Figure 1. Power grid (run 1).
(3 px per micron) Pins as bars on the die edge.
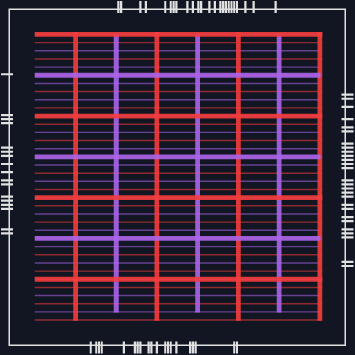
Figure 2. Sequential cells colored by netlist name (run 1).
(3 px per micron) Other sequential cells in the stronger gray, the rest of the logic in the fainter gray.
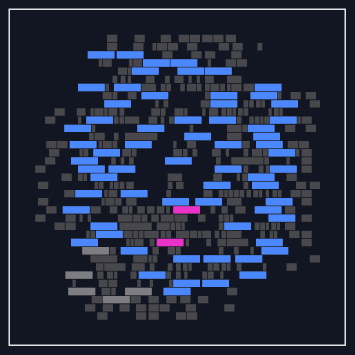
Figure 3. The clock network (run 1).
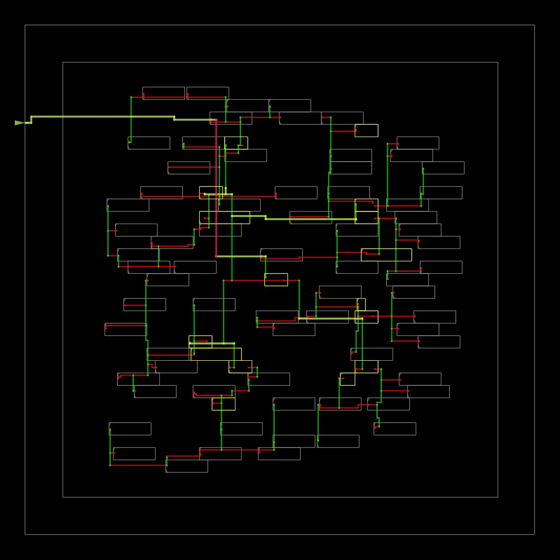
--- src/rtl/cnn_pkg.sv ---
// Shared CNN back-end definitions: packer FSM states and default frame geometry
// common to score_packer and argmax.
package cnn_pkg;

    typedef enum logic [1:0] {
        FILL  = 2'd0,
        DRAIN = 2'd1,
        HOLD  = 2'd2
    } state_t;

    localparam int unsigned CNN_N     = 4;
    localparam int unsigned CNN_WIDTH = 16;

    // Counter width that stays legal (>= 1 bit) for any class count.
    function automatic int unsigned cnt_width(input int unsigned n);
        return (n > 1) ? $clog2(n) : 1;
    endfunction

endpackage

--- src/rtl/score_packer.sv ---
// Collects N serial WIDTH-bit scores into one packed vector for argmax, holding it
// until consumed; short frames are zero-padded, long frames truncated, both flagged.
module score_packer
    import cnn_pkg::*;
#(
    parameter int unsigned N     = CNN_N,
    parameter int unsigned WIDTH = CNN_WIDTH
) (
    input  logic                 clk,
    input  logic                 rst_n,
    input  logic                 s_valid,
    output logic                 s_ready,
    input  logic [WIDTH-1:0]     s_data,
    input  logic                 s_last,
    output logic                 m_valid,
    input  logic                 m_ready,
    output logic [N*WIDTH-1:0]   m_vec,
    output logic                 frame_err
);

    localparam int unsigned    CW        = cnt_width(N);
    localparam logic [CW-1:0]  LAST_SLOT = CW'(N - 1);

    state_t               r_state;
    state_t               w_next;
    logic [CW-1:0]        r_cnt;
    logic [CW-1:0]        w_cnt_next;
    logic [N*WIDTH-1:0]   r_vec;
    logic                 r_s_ready;
    logic                 r_m_valid;
    logic                 r_frame_err;

    logic                 w_accept;
    logic                 w_at_last;
    logic                 w_write;
    logic                 w_clear;
    logic                 w_err;

    // Accept is qualified by the registered ready, so nothing lands during HOLD
    // or in the first cycle after reset release.
    assign w_accept  = s_valid && r_s_ready;
    assign w_at_last = (r_cnt == LAST_SLOT);

    always_ff @(posedge clk or negedge rst_n) begin
        if (!rst_n) begin
            r_state <= FILL;
        end else begin
            r_state <= w_next;
        end
    end

    always_comb begin
        w_next = r_state;
        case (r_state)
            FILL: begin
                if (w_accept && (s_last || w_at_last)) begin
                    w_next = s_last ? HOLD : DRAIN;
                end
            end
            DRAIN: begin
                if (w_accept && s_last) begin
                    w_next = HOLD;
                end
            end
            HOLD: begin
                if (m_ready) begin
                    w_next = FILL;
                end
            end
            default: w_next = FILL;
        endcase
    end

    always_comb begin
        w_write    = 1'b0;
        w_clear    = 1'b0;
        w_err      = 1'b0;
        w_cnt_next = r_cnt;
        case (r_state)
            FILL: begin
                if (w_accept) begin
                    w_write = 1'b1;
                    // Short (last before slot N-1) and long (no last at slot N-1) both flag.
                    w_err   = s_last ^ w_at_last;
                    if (s_last || w_at_last) begin
                        w_cnt_next = '0;
                    end else begin
                        w_cnt_next = r_cnt + 1'b1;
                    end
                end
            end
            HOLD: begin
                w_clear = m_ready;
            end
            default: begin
                w_write = 1'b0;
            end
        endcase
    end

    always_ff @(posedge clk or negedge rst_n) begin
        if (!rst_n) begin
            r_cnt       <= '0;
            r_s_ready   <= 1'b0;
            r_m_valid   <= 1'b0;
            r_frame_err <= 1'b0;
        end else begin
            r_cnt       <= w_cnt_next;
            r_s_ready   <= (w_next != HOLD);
            r_m_valid   <= (w_next == HOLD);
            r_frame_err <= w_err;
        end
    end

    // Clearing on HOLD exit is what leaves unwritten slots at zero for short frames.
    always_ff @(posedge clk or negedge rst_n) begin
        if (!rst_n) begin
            r_vec <= '0;
        end else if (w_clear) begin
            r_vec <= '0;
        end else if (w_write) begin
            for (int unsigned k = 0; k < N; k++) begin
                if (CW'(k) == r_cnt) begin
                    r_vec[k*WIDTH +: WIDTH] <= s_data;
                end
            end
        end
    end

    assign s_ready   = r_s_ready;
    assign m_valid   = r_m_valid;
    assign m_vec     = r_vec;
    assign frame_err = r_frame_err;

endmodule

--- config.mk ---
export PLATFORM = sky130hd
export DESIGN_NAME = score_packer
export DESIGN_NICKNAME = d
export VERILOG_FILES = /design/src/rtl/cnn_pkg.sv /design/src/rtl/score_packer.sv
export SDC_FILE = /design/constraint.sdc
export NUM_CORES = 1
export LEC_CHECK = 0
export CORE_MARGIN = 8
export CORE_UTILIZATION = 35
export CTS_CLUSTER_DIAMETER = 200
export DETAILED_ROUTE_END_ITERATION = 8
export HOLD_SLACK_MARGIN = 0.06
export PLACE_DENSITY = 0.67
export SYNTH_ARGS = -nofsm -noshare
export SYNTH_HDL_FRONTEND = slang
export SYNTH_SLANG_ARGS = --single-unit
--- constraint.sdc ---
create_clock -name clk -period 2.6 [get_ports clk]
set_clock_uncertainty 0.05 [all_clocks]
set_input_delay 0.39 -clock clk [delete_from_list [all_inputs] [get_ports clk]]
set_output_delay 0.39 -clock clk [all_outputs]
set_load 0.02 [all_outputs]
==> impl_metrics.csv, run 1 <==
group,metric,value,unit
final_timing,finalCriticalPeriod,1.95,ns
status,status,"finished clean",
finish,layout.cells.non_filler,517,
synthesis,netlist_area,3190,sq um
flow_run,cap_viol_max_count,0,
drt,drc,0,
cts,clk_latency,0.33,ns
cts,hold_buffers,0,
global_route,grt_overflow_total,0,
worst_setup_path,cp_slowest_stage_delay,0.54,ns
worst_setup_path,cp-end-kind,"flip-flop",
final_timing,setup_slack,0.647,ns
worst_setup_path,r2r-start,"r_state[1]$_DFF_PN0_",
floorplan,die_h,112,microns
synthesis,ys_async_sr_fraction,1.00,
worst_setup_path,worst-path-buf-inv,2,
synthesis,synth-edff-count,0,
synthesis,flop_cell,"dfrtp_1",
global_route,antenna_found_initial,0,
min_path,hp-class,"in -> async",
finish,drive_gt1_frac,0.153,
cts,cts_resized,0,
global_route,grt_pass1_vias,2716,
## Picture notes: Figure 1
VSS -> red
VDD -> purple
met1 rails = 36
met4 straps = 7

## Picture notes: Figure 2
m_vec -> blue  # flops 64
r_cnt -> magenta  # flops 2

## Picture notes: Figure 3
CTS Buf Count: 9
clock buffer count: 11

run 1: sequential cells by signal, indices dropped and copies added (netlist names):
register / count
s_ready: 1
m_vec: 64
r_cnt: 2
frame_err: 1
r_state: 2
m_valid: 1
run 1: layer usage:
metal  part of all wire  track usage  vias to the layer above
li1                   -            -                     1255
met1               0.46        0.194                     1282
met2               0.45        0.208                       77
met3              0.084       0.0465                        2
met4             0.0034       0.0483                        0
met5                  0            0                        -
run 1: kinds of logic after synthesis:
kind of cell	share of synthesized area
muxes	0.00940
adders and majority gates	0.0196
DFF	0.556
AOI/OAI and AO/OA	0.144
buffers and inverters	0.0725
and+or+nand+nor	0.198
run 1: where the power goes:
| group | total (mW) | switching [mW] | internal (mW) |
|---|---|---|---|
| Combinational | 2.45 | 1.36 | 1.08 |
| Sequential | 1.83 | 0.279 | 1.55 |
| Clock | 1.10 | 0.413 | 0.690 |
| Total | 5.38 | 2.06 | 3.32 |
run 1: placed cells by master (no fill, tap or decap), drive strengths merged, types with 2 or more instances in the layout:
master	netlist	layout
clkdlybuf4s50	0	86
dfrtp	71	71
nand2	65	65
o21ai	63	63
nand3	60	60
buf	17	14
clkbuf	11	11
inv	6	6
ha	5	5
and2	5	5
nand4	4	4
mux2i	3	3
bufinv	0	3
o32ai	2	2
clkinv	0	2
run 1: worst reg2reg max path, delay by kind of cell, from the launching register on:
family / cells / cell delay, ns
AOI/OAI and AO/OA: 1 / 0.14
DFF: 1 / 0.46
and+or+nand+nor: 2 / 0.76
buffers and inverters: 1 / 0.37
run 1: worst max-delay path by stage:
stage / startpoint / end / slack [ns]
after floorplan: r_cnt[0]$_DFFE_PN0P_ / s_ready$_DFF_PN0_ / 0.73
after global placement: s_valid / m_vec[12]$_DFFE_PN0P_ / 0.35
after detailed placement: s_valid / m_vec[6]$_DFFE_PN0P_ / 0.30
after CTS: s_valid / m_vec[6]$_DFFE_PN0P_ / 0.65
after global routing: s_valid / m_vec[11]$_DFFE_PN0P_ / 0.52
final: s_valid / m_vec[6]$_DFFE_PN0P_ / 0.65
run 1: cell type report:
type | instances | area, sq um | share of cell area
inverter | 6 | 22.5 | 0.00514
tap | 111 | 139 | 0.0317
clock buffer | 11 | 151 | 0.0346
sequential | 71 | 1780 | 0.405
multi-input combinational | 213 | 1200 | 0.274
clock inverter | 5 | 104 | 0.0237
timing repair buffer | 100 | 988 | 0.226
run 1: per-stage QoR:
stage                     hold WS (ns)  utilization
after floorplan                 0.0444            -
after global placement           0.463        0.455
after detailed placement         0.472        0.455
after CTS                        0.115        0.483
after global routing             0.148        0.483
final                            0.101        0.483
==> run 2: changes to the inputs <==
clock period = 1.95 ns   (was 2.6 ns; I/O delays follow)
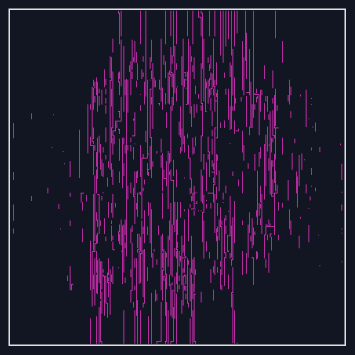
Figure 4: run 2, signal wires on met2.
(3 px per micron)
main direction = vertical
nets with wire on the layer = 351

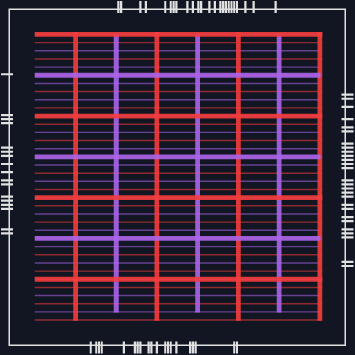
Figure 5: run 2, power grid.
(3 px per micron) Pins as bars on the die edge.
VSS -> red
VDD -> purple
met4 straps = 7
signal pins = 88
met1 rails = 36
rows = 35
met5 straps = 7
die width: 112 microns
VDD IR max: 0.548 mV

==> impl_metrics.csv, run 2 <==
group,metric,value,unit
status,status,"finished clean",
cts,clk_latency,0.34,ns
global_route,antenna_found_initial,0,
finish,mostFrequentLayoutCell,"clkdlybuf4s50_1",
synthesis,synth-edff-count,0,
global_route,grt_max_degree,70,
final_timing,finalCriticalPeriod,1.73,ns
flow_run,cap_viol_max_count,0,
final_timing,setup_viol,0,
worst_setup_path,cp-end-kind,"output port",
finish,syn2layout_area_growth,38.3,%
cts,cts_buffers,9,
synthesis,yosysMostFrequentCell,"dfrtp_1",
final_timing,fin_setup_tns,0,ns
drt,drc,0,
finish,drive_gt1_frac,0.159,
global_route,grt_overflow_total,0,
place,io_buffer_count,87,
worst_setup_path,slowest_stage,"clkdlybuf4s50_1",
synthesis,synth.avg_cell_area,10.0,sq um
finish,largest_reg_flops,64,
cts,cts_resized,0,
finish,final_cell_mix,"clkdlybuf4s50_1 (86), dfrtp_1 (71), nand2_1 (65)",
min_path,hp-class,"in -> async",
synthesis,yosysSeqAreaShare,0.556,
cts,cts_tree,"yes",
global_route,grt_pass1_vias,2723,
worst_setup_path,worst-path-buf-inv,1,
cts,hold_buffers,1,
finish,antenna_cells,0,
synthesis,top_area_frac,0.556,
synthesis,netlist_area,3190,sq um
synthesis,numSynthFlops,71,
synthesis,flop_cell,"dfrtp_1",
worst_setup_path,r2r-start,"r_state[1]$_DFF_PN0_",
place,place_hpwl,6440,microns
synthesis,ys_async_sr_fraction,1.00,
cts,root_buffer,"clkbuf_8",
worst_setup_path,cp_slowest_stage_delay,0.63,ns
drt,drtPass1Iterations,4,
final_timing,relSlewSlack,0.790,
floorplan,io-pin-count,88,
## run 2: cell counts after synthesis
Identical to the previous run, type by type.
## run 2: metrics by stage
| step | setup slack, ns | std cells | hold WS [ns] | util | cell area, sq um |
|---|---|---|---|---|---|
| floorplan | 0.0834 | 318 | -0.0531 | - | 3190 |
| global placement | 0.0646 | 504 | 0.265 | 0.462 | 4190 |
| detailed placement | -0.0120 | 504 | 0.270 | 0.462 | 4190 |
| CTS | 0.179 | 521 | 0.433 | 0.487 | 4420 |
| global route | 0.160 | 521 | 0.452 | 0.487 | 4420 |
| finish | 0.219 | 521 | 0.428 | 0.487 | 4420 |
## run 2: worst reg2reg max path, cell delays in order, from the launching register on
cell      delay (ns)
dfrtp_1         0.47
nor4bb_4        0.32
buf_4           0.20
and2_1          0.20
buf_12          0.17
mux2i_1         0.18
## run 2: layer usage
| metal | up-vias | global-route usage | share of wire |
|---|---|---|---|
| li1 | 1259 | - | - |
| met1 | 1293 | 0.194 | 0.45 |
| met2 | 86 | 0.218 | 0.44 |
| met3 | 16 | 0.0525 | 0.088 |
| met4 | 0 | 0.0647 | 0.018 |
| met5 | - | 0 | 0 |
## run 2: area by class of cell
type	count	area [sq um]
Inverter	6	22.5
Sequential cell	71	1780
Multi-Input combinational cell	213	1200
Clock inverter	7	95.1
Tap cell	111	139
Timing Repair Buffer	104	1060
Fill cell	858	4650
Clock buffer	9	124
## run 2: report_power, final
group / switching (mW) / internal (mW)
clock network: 0.583 / 0.725
registers: 0.393 / 2.07
logic: 1.88 / 1.50
## run 2: cell families (layout without fill, tap and decap cells)
logic type / count (synthesis) / after routing / share of synthesized area
AND/OR/NAND/NOR: 138 / 138 / 0.198
flip-flops: 71 / 71 / 0.556
AND-OR/OR-AND: 67 / 67 / 0.144
buffers and inverters: 34 / 126 / 0.0725
adder cells (fa/ha/maj): 5 / 5 / 0.0196
multiplexers: 3 / 3 / 0.00940
## run 2: worst max-delay path by stage
stage                                    start                    end  slack, ns  cells after the start
after floorplan           r_cnt[0]$_DFFE_PN0P_      s_ready$_DFF_PN0_       0.08                      8
after global placement                 s_valid  m_vec[34]$_DFFE_PN0P_       0.06                      6
after detailed placement               s_valid  m_vec[34]$_DFFE_PN0P_      -0.01                      6
after CTS                    s_ready$_DFF_PN0_                s_ready       0.18                      1
after global routing         s_ready$_DFF_PN0_                s_ready       0.16                      1
final                        s_ready$_DFF_PN0_                s_ready       0.22                      1
Power is estimated from default activity; no workload was simulated.
